**config.mk**
```make
export PLATFORM = sky130hd
export DESIGN_NAME = apb_mig_ctrl_flat
export DESIGN_NICKNAME = d
export VERILOG_FILES = /design/src/rtl/apb_mig_ctrl_pkg.sv /design/src/rtl/apb_mig_ctrl_if.sv /design/src/rtl/apb_mig_ctrl_lane_map.sv /design/src/rtl/apb_mig_ctrl.sv /design/src/flat_wrapper.sv
export SDC_FILE = /design/constraint.sdc
export NUM_CORES = 1
export LEC_CHECK = 0
export CORE_ASPECT_RATIO = 1.2
export CORE_MARGIN = 4
export CORE_UTILIZATION = 30
export CTS_CLUSTER_SIZE = 24
export DETAILED_ROUTE_END_ITERATION = 8
export PLACE_DENSITY = 0.62
export SYNTH_ARGS = -nofsm -noshare
export SYNTH_HDL_FRONTEND = slang
export SYNTH_SLANG_ARGS = --single-unit
```
**constraint.sdc**
```tcl
create_clock -name pclk_i -period 4.54 [get_ports pclk_i]
set_input_delay 0.681 -clock pclk_i [delete_from_list [all_inputs] [get_ports pclk_i]]
set_output_delay 0.681 -clock pclk_i [all_outputs]
set_load 0.02 [all_outputs]
```
**src/rtl/apb_mig_ctrl_pkg.sv**
```systemverilog
// Shared types and constants for the APB-to-MIG user interface bridge.
package apb_mig_ctrl_pkg;

    localparam int LANES          = 4;
    localparam int LINE_BYTES     = 16;
    localparam int APP_ADDR_W_DEF = 27;

    typedef logic [APP_ADDR_W_DEF-1:0] app_addr_t;
    typedef logic [8*LINE_BYTES-1:0]   app_data_t;
    typedef logic [LINE_BYTES-1:0]     app_mask_t;

    typedef enum logic [2:0] {
        APP_CMD_WRITE = 3'b000,
        APP_CMD_READ  = 3'b001
    } app_cmd_e;

    typedef enum logic [2:0] {
        ST_IDLE,
        ST_WR,
        ST_RD_CMD,
        ST_RD_WAIT,
        ST_RESP
    } ctrl_state_e;

endpackage

```
**src/rtl/apb_mig_ctrl_if.sv**
```systemverilog
// APB completer port plus MIG app_* port bundled together; clock/reset stay outside.
interface apb_mig_ctrl_if #(
    parameter int APP_ADDR_W = 27
);
    import apb_mig_ctrl_pkg::*;

    logic [31:0]           paddr_i;
    logic [31:0]           pwdata_i;
    logic                  pwrite_i;
    logic                  psel_i;
    logic                  penable_i;
    logic [3:0]            pstrb_i;
    logic [31:0]           prdata_o;
    logic                  pready_o;
    logic                  pslverr_o;
    logic                  init_calib_complete_i;
    logic [APP_ADDR_W-1:0] app_addr_o;
    logic [2:0]            app_cmd_o;
    logic                  app_en_o;
    logic                  app_rdy_i;
    app_data_t             app_wdf_data_o;
    app_mask_t             app_wdf_mask_o;
    logic                  app_wdf_wren_o;
    logic                  app_wdf_end_o;
    logic                  app_wdf_rdy_i;
    app_data_t             app_rd_data_i;
    logic                  app_rd_data_valid_i;

    // The bridge itself
    modport slave (
        input  paddr_i, pwdata_i, pwrite_i, psel_i, penable_i, pstrb_i,
        input  init_calib_complete_i, app_rdy_i, app_wdf_rdy_i,
        input  app_rd_data_i, app_rd_data_valid_i,
        output prdata_o, pready_o, pslverr_o,
        output app_addr_o, app_cmd_o, app_en_o,
        output app_wdf_data_o, app_wdf_mask_o, app_wdf_wren_o, app_wdf_end_o
    );

    // The surroundings: APB requester and MIG core
    modport master (
        output paddr_i, pwdata_i, pwrite_i, psel_i, penable_i, pstrb_i,
        output init_calib_complete_i, app_rdy_i, app_wdf_rdy_i,
        output app_rd_data_i, app_rd_data_valid_i,
        input  prdata_o, pready_o, pslverr_o,
        input  app_addr_o, app_cmd_o, app_en_o,
        input  app_wdf_data_o, app_wdf_mask_o, app_wdf_wren_o, app_wdf_end_o
    );

endinterface

```
**src/rtl/apb_mig_ctrl_lane_map.sv**
```systemverilog
// Maps a 32-bit APB word onto one 32-bit lane of a 128-bit MIG line and back.
module apb_mig_lane_map
    import apb_mig_ctrl_pkg::*;
(
    input  logic [$clog2(LANES)-1:0] lane,
    input  logic [31:0]              pwdata,
    input  logic [3:0]               pstrb,
    input  app_data_t                rd_data,
    output app_data_t                wdf_data,
    output app_mask_t                wdf_mask,
    output logic [31:0]              prdata
);

    // Word goes to every lane; the mask alone decides which bytes land.
    assign wdf_data = {LANES{pwdata}};
    // Mask is active-high "do not write": clear only the strobed bytes of the chosen lane.
    assign wdf_mask = ~(app_mask_t'(pstrb) << {lane, 2'b00});
    assign prdata   = rd_data[{lane, 5'b00000} +: 32];

endmodule

```
**src/rtl/apb_mig_ctrl.sv**
```systemverilog
// APB completer that turns each transfer into at most one MIG app_* command.
module apb_mig_ctrl
    import apb_mig_ctrl_pkg::*;
#(
    parameter int APP_ADDR_W     = 27,
    parameter int TIMEOUT_CYCLES = 1023
) (
    input  logic          pclk_i,
    input  logic          preset_i,
    apb_mig_ctrl_if.slave bus
);

    localparam int CNT_W = $clog2(TIMEOUT_CYCLES + 1);

    ctrl_state_e           state, state_nxt;
    logic                  cmd_done, cmd_done_nxt, wdf_done, wdf_done_nxt;
    logic                  err, err_nxt;
    logic [CNT_W-1:0]      tmo_cnt, tmo_cnt_nxt;
    logic [1:0]            lane_q, lane_sel;
    logic                  start, req_err, cmd_hs, wdf_hs;

    logic                  app_en_q, app_en_d, wren_q, wren_d;
    logic                  pready_q, pready_d, pslverr_q, pslverr_d;
    logic [31:0]           prdata_q, rd_word;
    logic [APP_ADDR_W-1:0] app_addr_q;
    app_cmd_e              app_cmd_q;
    app_data_t             wdf_data_q, wdf_data;
    app_mask_t             wdf_mask_q, wdf_mask;

    assign start   = bus.psel_i && bus.penable_i;
    assign req_err = !bus.init_calib_complete_i || (bus.paddr_i[1:0] != 2'b00) ||
                     ((bus.paddr_i >> (APP_ADDR_W + 1)) != 32'd0);
    assign cmd_hs  = app_en_q && bus.app_rdy_i;
    assign wdf_hs  = wren_q && bus.app_wdf_rdy_i;
    // Live address while capturing a write line, captured lane while extracting read data.
    assign lane_sel = (state == ST_IDLE) ? bus.paddr_i[3:2] : lane_q;

    apb_mig_lane_map u_lane_map (
        .lane     (lane_sel),
        .pwdata   (bus.pwdata_i),
        .pstrb    (bus.pstrb_i),
        .rd_data  (bus.app_rd_data_i),
        .wdf_data (wdf_data),
        .wdf_mask (wdf_mask),
        .prdata   (rd_word)
    );

    // State, handshake flags, captured request and registered outputs.
    always_ff @(posedge pclk_i or posedge preset_i) begin
        if (preset_i) begin
            state      <= ST_IDLE;
            cmd_done   <= 1'b0;
            wdf_done   <= 1'b0;
            err        <= 1'b0;
            tmo_cnt    <= '0;
            lane_q     <= '0;
            app_en_q   <= 1'b0;
            wren_q     <= 1'b0;
            pready_q   <= 1'b0;
            pslverr_q  <= 1'b0;
            prdata_q   <= '0;
            app_addr_q <= '0;
            app_cmd_q  <= APP_CMD_WRITE;
            wdf_data_q <= '0;
            wdf_mask_q <= '0;
        end else begin
            state     <= state_nxt;
            cmd_done  <= cmd_done_nxt;
            wdf_done  <= wdf_done_nxt;
            err       <= err_nxt;
            tmo_cnt   <= tmo_cnt_nxt;
            app_en_q  <= app_en_d;
            wren_q    <= wren_d;
            pready_q  <= pready_d;
            pslverr_q <= pslverr_d;
            if (state == ST_IDLE && start) begin
                lane_q   <= bus.paddr_i[3:2];
                prdata_q <= '0;
                // Only a transfer that really goes to the MIG updates the app_* fields.
                if (state_nxt == ST_WR || state_nxt == ST_RD_CMD) begin
                    app_addr_q <= {bus.paddr_i[APP_ADDR_W:4], 3'b000};
                    app_cmd_q  <= bus.pwrite_i ? APP_CMD_WRITE : APP_CMD_READ;
                    wdf_data_q <= wdf_data;
                    wdf_mask_q <= wdf_mask;
                end
            end
            if (state == ST_RD_WAIT && bus.app_rd_data_valid_i)
                prdata_q <= rd_word;
        end
    end

    // Next state, done flags, error and timeout counter.
    always_comb begin
        state_nxt    = state;
        cmd_done_nxt = cmd_done;
        wdf_done_nxt = wdf_done;
        err_nxt      = err;
        tmo_cnt_nxt  = tmo_cnt;
        unique case (state)
            ST_IDLE: begin
                cmd_done_nxt = 1'b0;
                wdf_done_nxt = 1'b0;
                err_nxt      = 1'b0;
                tmo_cnt_nxt  = '0;
                if (start) begin
                    if (req_err) begin
                        state_nxt = ST_RESP;
                        err_nxt   = 1'b1;
                    end else if (bus.pwrite_i && bus.pstrb_i == 4'b0000) begin
                        state_nxt = ST_RESP;
                    end else if (bus.pwrite_i) begin
                        state_nxt = ST_WR;
                    end else begin
                        state_nxt = ST_RD_CMD;
                    end
                end
            end
            ST_WR: begin
                cmd_done_nxt = cmd_done || cmd_hs;
                wdf_done_nxt = wdf_done || wdf_hs;
                if (cmd_done_nxt && wdf_done_nxt) begin
                    state_nxt = ST_RESP;
                end else if (!cmd_done_nxt && !wdf_done_nxt) begin
                    // Timeout only guards the wait for the very first acceptance.
                    tmo_cnt_nxt = tmo_cnt + CNT_W'(1);
                    if (tmo_cnt_nxt == CNT_W'(TIMEOUT_CYCLES)) begin
                        state_nxt = ST_RESP;
                        err_nxt   = 1'b1;
                    end
                end
            end
            ST_RD_CMD: begin
                if (cmd_hs) begin
                    state_nxt = ST_RD_WAIT;
                end else begin
                    tmo_cnt_nxt = tmo_cnt + CNT_W'(1);
                    if (tmo_cnt_nxt == CNT_W'(TIMEOUT_CYCLES)) begin
                        state_nxt = ST_RESP;
                        err_nxt   = 1'b1;
                    end
                end
            end
            ST_RD_WAIT: begin
                if (bus.app_rd_data_valid_i) state_nxt = ST_RESP;
            end
            ST_RESP:  state_nxt = ST_IDLE;
            default:  state_nxt = ST_IDLE;
        endcase
    end

    // Next values of the registered outputs, decoded from where the FSM is heading.
    always_comb begin
        app_en_d  = ((state_nxt == ST_WR) && !cmd_done_nxt) || (state_nxt == ST_RD_CMD);
        wren_d    = (state_nxt == ST_WR) && !wdf_done_nxt;
        pready_d  = (state_nxt == ST_RESP);
        pslverr_d = (state_nxt == ST_RESP) && err_nxt;
    end

    assign bus.prdata_o       = prdata_q;
    assign bus.pready_o       = pready_q;
    assign bus.pslverr_o      = pslverr_q;
    assign bus.app_addr_o     = app_addr_q;
    assign bus.app_cmd_o      = app_cmd_q;
    assign bus.app_en_o       = app_en_q;
    assign bus.app_wdf_data_o = wdf_data_q;
    assign bus.app_wdf_mask_o = wdf_mask_q;
    assign bus.app_wdf_wren_o = wren_q;
    assign bus.app_wdf_end_o  = wren_q;

endmodule

```
**src/flat_wrapper.sv**
```systemverilog
// flat-port wrapper written by rule: the top's interface ports become plain ports
module apb_mig_ctrl_flat import apb_mig_ctrl_pkg::*;
#(
    parameter int APP_ADDR_W     = 27,
    parameter int TIMEOUT_CYCLES = 1023
)
  (pclk_i, preset_i, bus_paddr_i, bus_pwdata_i, bus_pwrite_i, bus_psel_i, bus_penable_i, bus_pstrb_i, bus_init_calib_complete_i, bus_app_rdy_i, bus_app_wdf_rdy_i, bus_app_rd_data_i, bus_app_rd_data_valid_i, bus_prdata_o, bus_pready_o, bus_pslverr_o, bus_app_addr_o, bus_app_cmd_o, bus_app_en_o, bus_app_wdf_data_o, bus_app_wdf_mask_o, bus_app_wdf_wren_o, bus_app_wdf_end_o);
  apb_mig_ctrl_if #(.APP_ADDR_W(APP_ADDR_W)) bus_i ();
  input  logic pclk_i;
  input  logic preset_i;
  input wire logic [$bits(bus_i.paddr_i)-1:0] bus_paddr_i;
  input wire logic [$bits(bus_i.pwdata_i)-1:0] bus_pwdata_i;
  input wire logic [$bits(bus_i.pwrite_i)-1:0] bus_pwrite_i;
  input wire logic [$bits(bus_i.psel_i)-1:0] bus_psel_i;
  input wire logic [$bits(bus_i.penable_i)-1:0] bus_penable_i;
  input wire logic [$bits(bus_i.pstrb_i)-1:0] bus_pstrb_i;
  input wire logic [$bits(bus_i.init_calib_complete_i)-1:0] bus_init_calib_complete_i;
  input wire logic [$bits(bus_i.app_rdy_i)-1:0] bus_app_rdy_i;
  input wire logic [$bits(bus_i.app_wdf_rdy_i)-1:0] bus_app_wdf_rdy_i;
  input wire logic [$bits(bus_i.app_rd_data_i)-1:0] bus_app_rd_data_i;
  input wire logic [$bits(bus_i.app_rd_data_valid_i)-1:0] bus_app_rd_data_valid_i;
  output wire logic [$bits(bus_i.prdata_o)-1:0] bus_prdata_o;
  output wire logic [$bits(bus_i.pready_o)-1:0] bus_pready_o;
  output wire logic [$bits(bus_i.pslverr_o)-1:0] bus_pslverr_o;
  output wire logic [$bits(bus_i.app_addr_o)-1:0] bus_app_addr_o;
  output wire logic [$bits(bus_i.app_cmd_o)-1:0] bus_app_cmd_o;
  output wire logic [$bits(bus_i.app_en_o)-1:0] bus_app_en_o;
  output wire logic [$bits(bus_i.app_wdf_data_o)-1:0] bus_app_wdf_data_o;
  output wire logic [$bits(bus_i.app_wdf_mask_o)-1:0] bus_app_wdf_mask_o;
  output wire logic [$bits(bus_i.app_wdf_wren_o)-1:0] bus_app_wdf_wren_o;
  output wire logic [$bits(bus_i.app_wdf_end_o)-1:0] bus_app_wdf_end_o;
  assign bus_i.paddr_i = bus_paddr_i;
  assign bus_i.pwdata_i = bus_pwdata_i;
  assign bus_i.pwrite_i = bus_pwrite_i;
  assign bus_i.psel_i = bus_psel_i;
  assign bus_i.penable_i = bus_penable_i;
  assign bus_i.pstrb_i = bus_pstrb_i;
  assign bus_i.init_calib_complete_i = bus_init_calib_complete_i;
  assign bus_i.app_rdy_i = bus_app_rdy_i;
  assign bus_i.app_wdf_rdy_i = bus_app_wdf_rdy_i;
  assign bus_i.app_rd_data_i = bus_app_rd_data_i;
  assign bus_i.app_rd_data_valid_i = bus_app_rd_data_valid_i;
  assign bus_prdata_o = bus_i.prdata_o;
  assign bus_pready_o = bus_i.pready_o;
  assign bus_pslverr_o = bus_i.pslverr_o;
  assign bus_app_addr_o = bus_i.app_addr_o;
  assign bus_app_cmd_o = bus_i.app_cmd_o;
  assign bus_app_en_o = bus_i.app_en_o;
  assign bus_app_wdf_data_o = bus_i.app_wdf_data_o;
  assign bus_app_wdf_mask_o = bus_i.app_wdf_mask_o;
  assign bus_app_wdf_wren_o = bus_i.app_wdf_wren_o;
  assign bus_app_wdf_end_o = bus_i.app_wdf_end_o;
  apb_mig_ctrl #(.APP_ADDR_W(APP_ADDR_W), .TIMEOUT_CYCLES(TIMEOUT_CYCLES)) u_core (.pclk_i(pclk_i), .preset_i(preset_i), .bus(bus_i));
endmodule
```
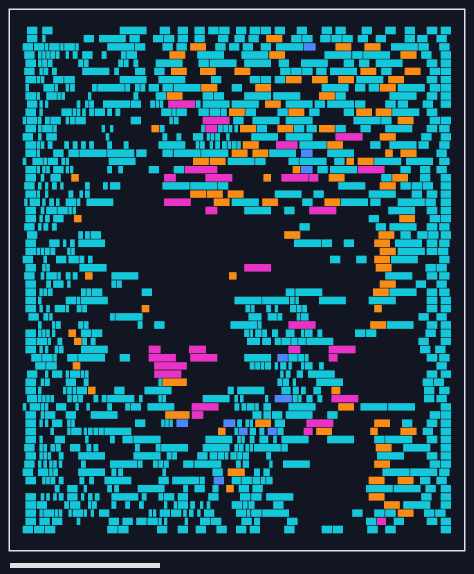
sizes.png
The bar under the picture is 50 microns long.
color	size	cells	share	most used
cyan	_0 and _1 cells	964	88%	clkdlybuf4s50_1
blue	_2 cells	10	0.91%	mux2_2
magenta	_6 and larger	31	2.8%	clkbuf_16
orange	_3 and _4 cells	92	8.4%	mux2_4

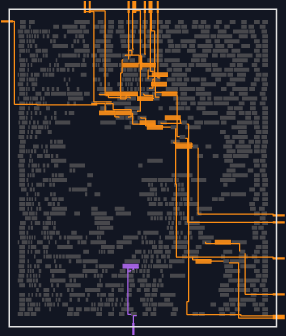
io_fan.png
color	port	bits	direction	end cells	buffers	wire
purple	bus_app_wdf_wren_o	1	output	1	1	45.3 microns
orange	bus_app_wdf_mask_o	16	output	16	16	1390 microns

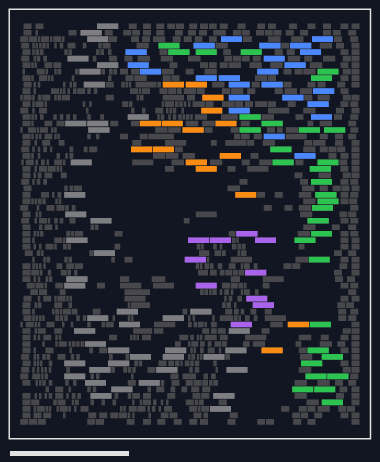
flops_by_reg.png
The bar under the picture is 50 microns long. Other sequential cells in the stronger gray, the rest of the logic in the fainter gray.
color	signal	sequential cells
blue	u_core.bus.app_addr_o	24
purple	u_core.tmo_cnt	10
green	u_core.bus.app_wdf_data_o	32
orange	u_core.bus.app_wdf_mask_o	16
not colored	45

==> reports/writeup.txt <==
The run finished with clean final reports. The final timing report counts setup violations totalling 0. After filler insertion, the fill cell instance count of the layout stands at 2279. Using the TritonRoute via totals, the vias-per-cell ratio works out to 4.51. The final number of max-transition violations was 0.

For this block, the via count after detailed routing is 6413. The startpoint of the worst-slack reg-to-reg timing path was u_core.state[1]$_DFF_PP0_. The main area contributors are sky130_fd_sc_hd__dfrtp_1 43%, sky130_fd_sc_hd__mux2_4 14%, sky130_fd_sc_hd__buf_4 11%, sky130_fd_sc_hd__nand2_1 9.5%, sky130_fd_sc_hd__o21ai_0 5.4%. Of the cells placed in the final design, the portion with a size suffix greater than 1 is 12.1%. At the worst endpoint, the arrival time is 3690 ps. For reference, the top cells by count after synthesis are 187 x sky130_fd_sc_hd__nand2_1, 127 x sky130_fd_sc_hd__dfrtp_1, 103 x sky130_fd_sc_hd__buf_4, 79 x sky130_fd_sc_hd__o21ai_0, 77 x sky130_fd_sc_hd__nand3_1.

Dividing the detail-routed wire length by the instance count gives 17.3 microns. Count of buffer and inverter cells on the critical path: 3. The actual transition at the worst max-transition pin was 977 ps. Subtracting the final worst setup slack from the clock period gives 3390 ps. Warnings raised by the tools during the run amount to 29. The synthesis-stage register bit count was 127. The global placer's final weighted congestion is 0.818, and the number of distinct standard cells referenced by the synthesized netlist is 47. In this design, the largest share of critical-path delay is due to buffers and inverters. Of all cell types, the one taking the most synthesized area is sky130_fd_sc_hd__dfrtp_1. The most used cell along the critical path was sky130_fd_sc_hd__buf_4. In the final layout, flip-flops and latches occupy 0.00318 sq mm. The die width came out at 151 microns. In this run the mean area of a mapped cell was 9.39 sq um. Type of the most critical hold path: reg2reg. The number of top-level pins was 416; the maximum fanout encountered on the critical timing path was 25. The longest clock path from root to sink contains 2 buffers.

The library cell used most frequently in the layout, excluding fill and tap cells, is sky130_fd_sc_hd__clkdlybuf4s50_1. The critical path startpoint is bus_pstrb_i[0]. Leading register cell type out of synthesis: sky130_fd_sc_hd__dfrtp_1.

Once the clock tree was built, the resizer swapped 0 gates to a different size. Detailed placement finished with a half-perimeter wire length of 19800 microns. The most common logic cells in the final layout are 410 x sky130_fd_sc_hd__clkdlybuf4s50_1, 187 x sky130_fd_sc_hd__nand2_1, 127 x sky130_fd_sc_hd__dfrtp_1, 79 x sky130_fd_sc_hd__o21ai_0, 76 x sky130_fd_sc_hd__nand3_1.

As logged by OpenROAD, the buffers inserted on ports number 410. The total routed wirelength was 24600 microns; the number of instances in the placed design was 1385. For this run the aggregate overflow at the end of global routing stands at 0.

The start point of the worst min-delay path is u_core.bus.prdata_o[11]$_DFFE_PP0P_. The initial antenna violation count came out at 5. Non-clock buffering takes up 36.3% of total cell area after layout. On the final layout, the worst hold slack is 494 ps. Counting the inverters off the clock network in the layout gives 7. The cell class ranked first by area is non-clock buffers.

The share of the core area taken by cells at floorplan is 30.6%. For this run, asynchronously set or reset flops after synthesis account for 100%. TritonCTS built the clock tree. Multi-input logic gates represent a cell area share of 27.3%. With the clock tree skew after final layout at 7.66 ps, the number of multi-input logic gates is 504. In the synthesis report, Yosys lists the chip area as 0.00736 sq mm.

Compared with the post-synthesis result, the final layout area differs by 58.8%. The floorplan die height was 180 microns. The worst endpoint required time is 4830 ps. The buffers inserted during post-CTS setup optimization was 0. The buffer count excluding the clock tree in the final layout was 427; the normalized max-slew margin was 34.9%. The number of global-route vias before repair came out at 6299. The clock network takes up 5.30% of total cell area after layout.

The core region is 0.0240 sq mm. After synthesis, the design contains 783 cells according to Yosys. Prior to clock tree synthesis, the placed netlist has a worst setup slack of 697 ps. For reference, compound AND-OR and OR-AND cells occupy 8.40% of the area reported after synthesis. Maximum number of pins on one net before global-route repair: 107. The post-placement cell area is 0.0110 sq mm. The critical path is of the in2reg type.

The power report puts the leakage power at 5.26 nW. The design draws 0.00344 W. Per the skew report, the later register of the worst-skew pair sees a clock latency of 420 ps. The run gives 18.3% for the area share of and/or/nand/nor cells after synthesis. After synthesis, the largest area contributor takes up 43.2% of total cell area. Per the OpenROAD floorplan log, the area of the die is 0.0271 sq mm.

The critical path in the final layout is reported with a setup slack of 1150 ps. Per the CTS log, the root buffer master is sky130_fd_sc_hd__clkbuf_16. The fraction of synthesized area in multiplexers is 15.0%. The report counts max-capacitance violations totalling 0.
[registers in the layout, indices dropped and copies added (netlist names)]
| signal | cells |
|---|---|
| u_core.tmo_cnt | 10 |
| u_core.bus.app_wdf_data_o | 32 |
| u_core.bus.app_wdf_end_o | 1 |
| u_core.lane_q | 2 |
| u_core.bus.app_cmd_o | 1 |
| u_core.state | 3 |
| u_core.bus.pready_o | 1 |
| u_core.cmd_done | 1 |
| u_core.bus.app_en_o | 1 |
| u_core.wdf_done | 1 |
| u_core.bus.pslverr_o | 1 |
| u_core.bus.app_wdf_mask_o | 16 |
| u_core.bus.app_addr_o | 24 |
| u_core.err | 1 |
| u_core.bus.prdata_o | 32 |
[worst paths after layout]
path | slack [ps] | end | cells past startpoint
hold / removal | 490 | u_core.bus.prdata_o[11]$_DFFE_PP0P_ | 2
setup reg to reg | 1180 | u_core.bus.app_wdf_mask_o[2]$_DFFE_PP0P_ | 9
min in group asynchronous | 840 | u_core.bus.app_wdf_data_o[106]$_DFFE_PP0P_ | 2
setup / recovery | 1150 | u_core.bus.app_wdf_mask_o[2]$_DFFE_PP0P_ | 11
hold reg to reg | 490 | u_core.bus.prdata_o[11]$_DFFE_PP0P_ | 2
max in group asynchronous | 2790 | u_core.lane_q[0]$_DFFE_PP0P_ | 3
[power by group]
part           leakage, nW  internal (W)  switching [W]  total, W
combinational         3.21      0.000420       0.000360  0.000780
clock                0.299      0.000841       0.000595   0.00144
sequential            1.76       0.00118      0.0000459   0.00122
total                 5.26       0.00244        0.00100   0.00344
[metal layers]
metal | GRT usage, % | part of all wire (%) | up-vias
li1 | - | - | 3150
met1 | 17.3 | 35 | 2916
met2 | 32.0 | 52 | 315
met3 | 6.20 | 9.9 | 32
met4 | 7.51 | 2.6 | 0
met5 | 0 | 0 | -
Power and IR drop assume default switching activity.
